==> config.mk <==
export PLATFORM = sky130hd
export DESIGN_NAME = pc_state_reg
export DESIGN_NICKNAME = d
export VERILOG_FILES = /design/src/rtl/y86_pkg.sv /design/src/rtl/pc_state_perf_cnt.sv /design/src/rtl/pc_state_reg.sv
export SDC_FILE = /design/constraint.sdc
export NUM_CORES = 1
export LEC_CHECK = 0
export CORE_UTILIZATION = 34
export DETAILED_ROUTE_END_ITERATION = 7
export PLACE_DENSITY = 0.81
export SYNTH_ARGS = -nofsm -noshare
export SYNTH_HDL_FRONTEND = slang
export SYNTH_SLANG_ARGS = --single-unit
==> constraint.sdc <==
create_clock -name clk -period 2.46 [get_ports clk]
set_clock_uncertainty 0.1 [all_clocks]
set_input_delay 0.492 -clock clk [delete_from_list [all_inputs] [get_ports clk]]
set_output_delay 0.492 -clock clk [all_outputs]
set_load 0.005 [all_outputs]
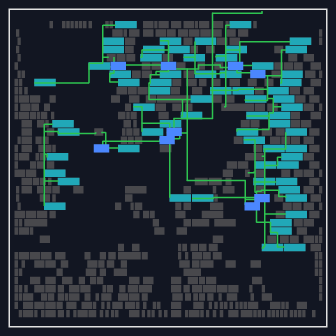
Run 1: clock wires, drivers and flops
[blue] cells driving clock nets | count: 9
[cyan] flip-flops | count: 66
[green] clock wires | length: 799 um
routed clock nets: 10
fraction of power consumed by the clock network: 0.398
Clock group: 0.00101 W
Clock Latency Late Sink: 330 ps

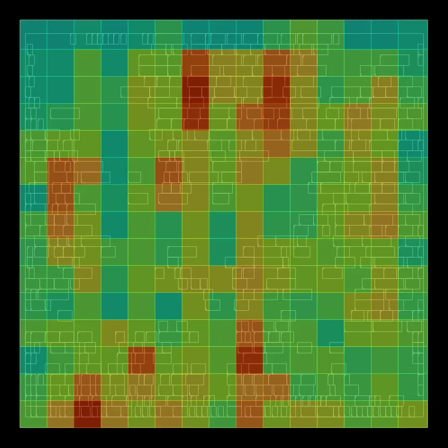
Run 1: routing congestion map
Layout Utilization: 0.498
Most Used Layer, Global Route: met2
combined global-route utilization of all metal layers: 0.148

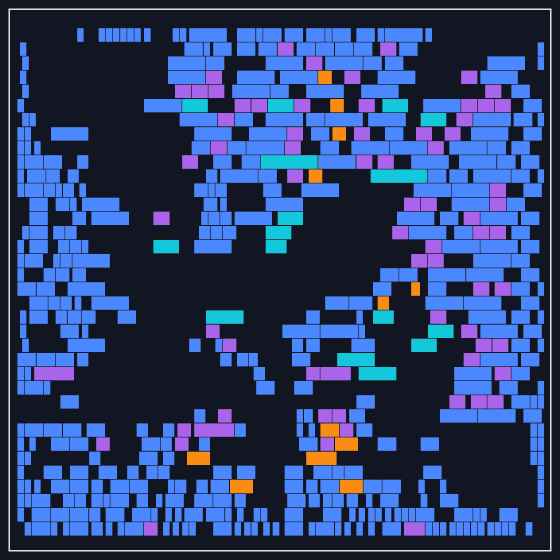
Run 1: sizing map
[blue] drive 1 or less | cells: 425 | share: 81% | most used: clkdlybuf4s50_1
[orange] drive 2 | cells: 12 | share: 2.3%
[cyan] drive 6 and up | cells: 16 | share: 3.1% | most used: clkbuf_8
[purple] drive 3 to 4 | cells: 69 | share: 13% | most used: and2_4
number of non-clock buffers: 158
area growth from synthesis to layout: 39.9%
final instance area: 4960 sq um

==> results.txt <==
Status of the implementation.

- The run finished with clean final reports.
- The worst register-to-register path has a depth of 8.
- OpenROAD emitted warnings numbering 28.
- Pin placement for this block handled 271 I/O pins.
- The number of gates resized after CTS was 0.
- The count of warnings emitted by yosys is 0, for reference.
- The worst hold path belongs to the class reg2reg.
- Max-slew check failures listed in the final report amount to 0.
- The number of enable-type register cells in the synthesized netlist is 0, for reference.
- The main area contributors are sky130_fd_sc_hd__dfxtp_1, sky130_fd_sc_hd__buf_4, sky130_fd_sc_hd__and2_4.
- TritonCTS built the clock tree.
- The final wirelength is 8080 um, for reference.
- Across all setup checks in the final design, the least slack found is 140 ps.
- The tree is rooted in a sky130_fd_sc_hd__clkbuf_8.
- The synthesized-area fraction occupied by xor and xnor cells is 0, for reference.
- The category of the worst setup path capture point is a primary output, for reference.
- The post-route minimum period is 2320 ps, for reference.
- The clock sink count is 66, for reference.
- The detail route stage leaves a number of antenna-violating nets equal to 0.
- The number of failing setup endpoints in the final timing report is 0, for reference.
- Setup repair after global routing left no endpoint under its margin.
- Counting along the longest clock path gives a buffer depth of 2.
- The number of iterations in the first detailed-routing pass is 4, for reference.
- The detailed router placed 2,650 vias in this run.
- The static leakage is 2.05 nW, for reference.
- The first global-routing pass estimated 12,600 um of wire.
- The fmax is 431 MHz, for reference.
- The final report lists a non-filler cell total of 655.
- The critical path maximum fanout is 4.
- Including well taps, the total number of placed cells is 639.
- The synthesis stats list as the most numerous cell sky130_fd_sc_hd__buf_4.
- For this run, design rule violations remaining after detail routing come to 0.
- The report lists the number of standard-cell rows as 36.
- The chip area line of the yosys report is 3540 sq um, for reference.
- The main logic family after synthesis is buffers and inverters, for reference.
- The post-synthesis compound-gate area fraction is 0.0364, for reference.
- Entering global routing, the biggest net connects 31 pins.
- The sequential area share after synthesis is 0.373, for reference.
- The number of flip-flops in the largest register is 64, for reference.
- The share of synthesized area in the top cell type comes to 0.373.
- The number of antenna violations at the first check in global routing was 0.
- After synthesis, the most frequently instantiated cells are sky130_fd_sc_hd__buf_4, sky130_fd_sc_hd__dfxtp_1, sky130_fd_sc_hd__and2_4, sky130_fd_sc_hd__nor4_1, sky130_fd_sc_hd__nand4_1.
- The worst reg-to-reg setup slack is 400 ps, for reference.
- The post-synthesis share of cell area spent on and, or, nand and nor gates is 0.276, for reference.
- The cell depth of the worst hold path is 1, for reference.
- After global routing the overflow that remains totals 0.
- The number of synthesized register bits is 66, for reference.
- The multiplexer share of the synthesized area is 0.00282, for reference.
- Per the gpl log, the routability congestion estimate is 0.787.
- For this design, the CTS-stage hold fixing added 0 buffers.
- Summing every instance area after synthesis gives 3540 sq um.
- The final layout contains 595 nets.
- The proportion of register bits with asynchronous set or reset after synthesis is 0, for reference.
- The post-route fraction of the period consumed by the critical path is 0.943, for reference.
- The antenna diode count is 0, for reference.
- The number of port buffers is 142, for reference.
- The filler cells instantiated in the layout total 911.
- The total CTS buffers is 9, for reference.
- Of the cells placed in the final design, the portion with a size suffix greater than 1 is 0.186.
- The final worst hold slack is 373 ps, for reference.
- For reference, the post-synthesis area per instance comes to 9.82 sq um.
- The horizontal die size is 104 um, for reference.
- Among all flip-flop cells after synthesis, the most frequent one is sky130_fd_sc_hd__dfxtp_1.
- Synthesis handed over a netlist of 361 instances.
- The adder-cell area share of the yosys netlist is 0.0106, for reference.
- Dividing the detail-routed via count by the number of cells gives 4.05.
- STA puts the critical path data required time at 1870 ps.
- The number of different library cells used by synthesis comes to 35.
- The average wire length per cell after detail routing is 12.3 um, for reference.
- The count of buffers added by post-CTS timing repair for setup is 0, for reference.
- In this run the maximum-capacitance check reported violations numbering 0.
- The worst slack at placement is -193 ps, for reference.
- The kind of critical path is reg2out, for reference.
- The total number of H-tree levels is 3, for reference.
- The estimated wirelength of the detail-placed design is 6550 um, for reference.
- The core region is 9950 sq um.
- The peak ir drop on the vdd network is 0.211 mV, for reference.
- The clock transition at the registers of the reported paths is 70 ps, for reference.
- The die height is 104 um, for reference.
- The chip occupies 10,800 sq um.
## run 1: layout make-up
cell class                 instances  area (sq um)  area share
clock buffer                       9           124      0.0250
clock inverter                     7           103      0.0207
inverter                           4          15.0     0.00303
multi-input combinational        278          1650       0.332
sequential                        66          1320       0.267
tap                              133           166      0.0336
timing repair buffer             158          1580       0.319
## run 1: cells in the final DEF (no fill, tap or decap), types with 2 or more instances in the layout
master	synthesis	routed
sky130_fd_sc_hd__and2_4	50	50
sky130_fd_sc_hd__nor2_1	2	2
sky130_fd_sc_hd__a31oi_1	11	11
sky130_fd_sc_hd__clkbuf_8	0	9
sky130_fd_sc_hd__nand3b_1	11	11
sky130_fd_sc_hd__conb_1	1	128
sky130_fd_sc_hd__clkdlybuf4s50_1	0	142
sky130_fd_sc_hd__inv_1	4	4
sky130_fd_sc_hd__ha_1	3	3
sky130_fd_sc_hd__bufinv_16	0	2
sky130_fd_sc_hd__nor4_2	5	4
sky130_fd_sc_hd__nand4_1	16	16
sky130_fd_sc_hd__clkinv_4	0	3
sky130_fd_sc_hd__buf_12	0	3
sky130_fd_sc_hd__nand2_1	10	10
sky130_fd_sc_hd__dfxtp_1	66	66
sky130_fd_sc_hd__nor4b_1	2	2
sky130_fd_sc_hd__and2_2	4	4
sky130_fd_sc_hd__buf_4	129	12
sky130_fd_sc_hd__nor4_4	1	2
sky130_fd_sc_hd__nor4_1	20	20
## run 1: routing by layer
layer / track usage / up-vias / wire length, um
met5: 0 / - / 0
met4: 0.0429 / 0 / 124
met3: 0.0414 / 10 / 462
met2: 0.255 / 139 / 3990
met1: 0.179 / 1225 / 3500
li1: - / 1276 / -
## run 1: power breakdown
| part | total, W | internal, W | switching [W] |
|---|---|---|---|
| clock network | 0.00101 | 0.000580 | 0.000428 |
| logic | 0.000447 | 0.000214 | 0.000233 |
| registers | 0.00108 | 0.00107 | 0.00000533 |
## run 1: through the flow
step / power, W / setup TNS, ps
2_1_floorplan: 0.00145 / 0
3_3_place_gp: 0.00153 / -9380
3_5_place_dp: 0.00154 / -10010
4_1_cts: 0.00256 / 0
5_1_grt: 0.00267 / 0
6_report: 0.00253 / 0
## run 1: cells by family (layout without fill, tap and decap cells)
group           after synthesis  in the layout
compound gates               17             17
fa+ha+maj                     3              3
buf+inv                     144            178
flops                        66             66
mux                           1              1
other cells                   1            128
simple gates                129            129
## run 1: worst max-delay path, cell delays in order, from the launching register on
cell and delay [ps]:
sky130_fd_sc_hd__dfxtp_1 380, sky130_fd_sc_hd__inv_1 60, sky130_fd_sc_hd__ha_1 190, sky130_fd_sc_hd__or2_2 290, sky130_fd_sc_hd__clkdlybuf4s50_1 470
Power figures rest on the tool's default switching activity, not on a simulated workload.
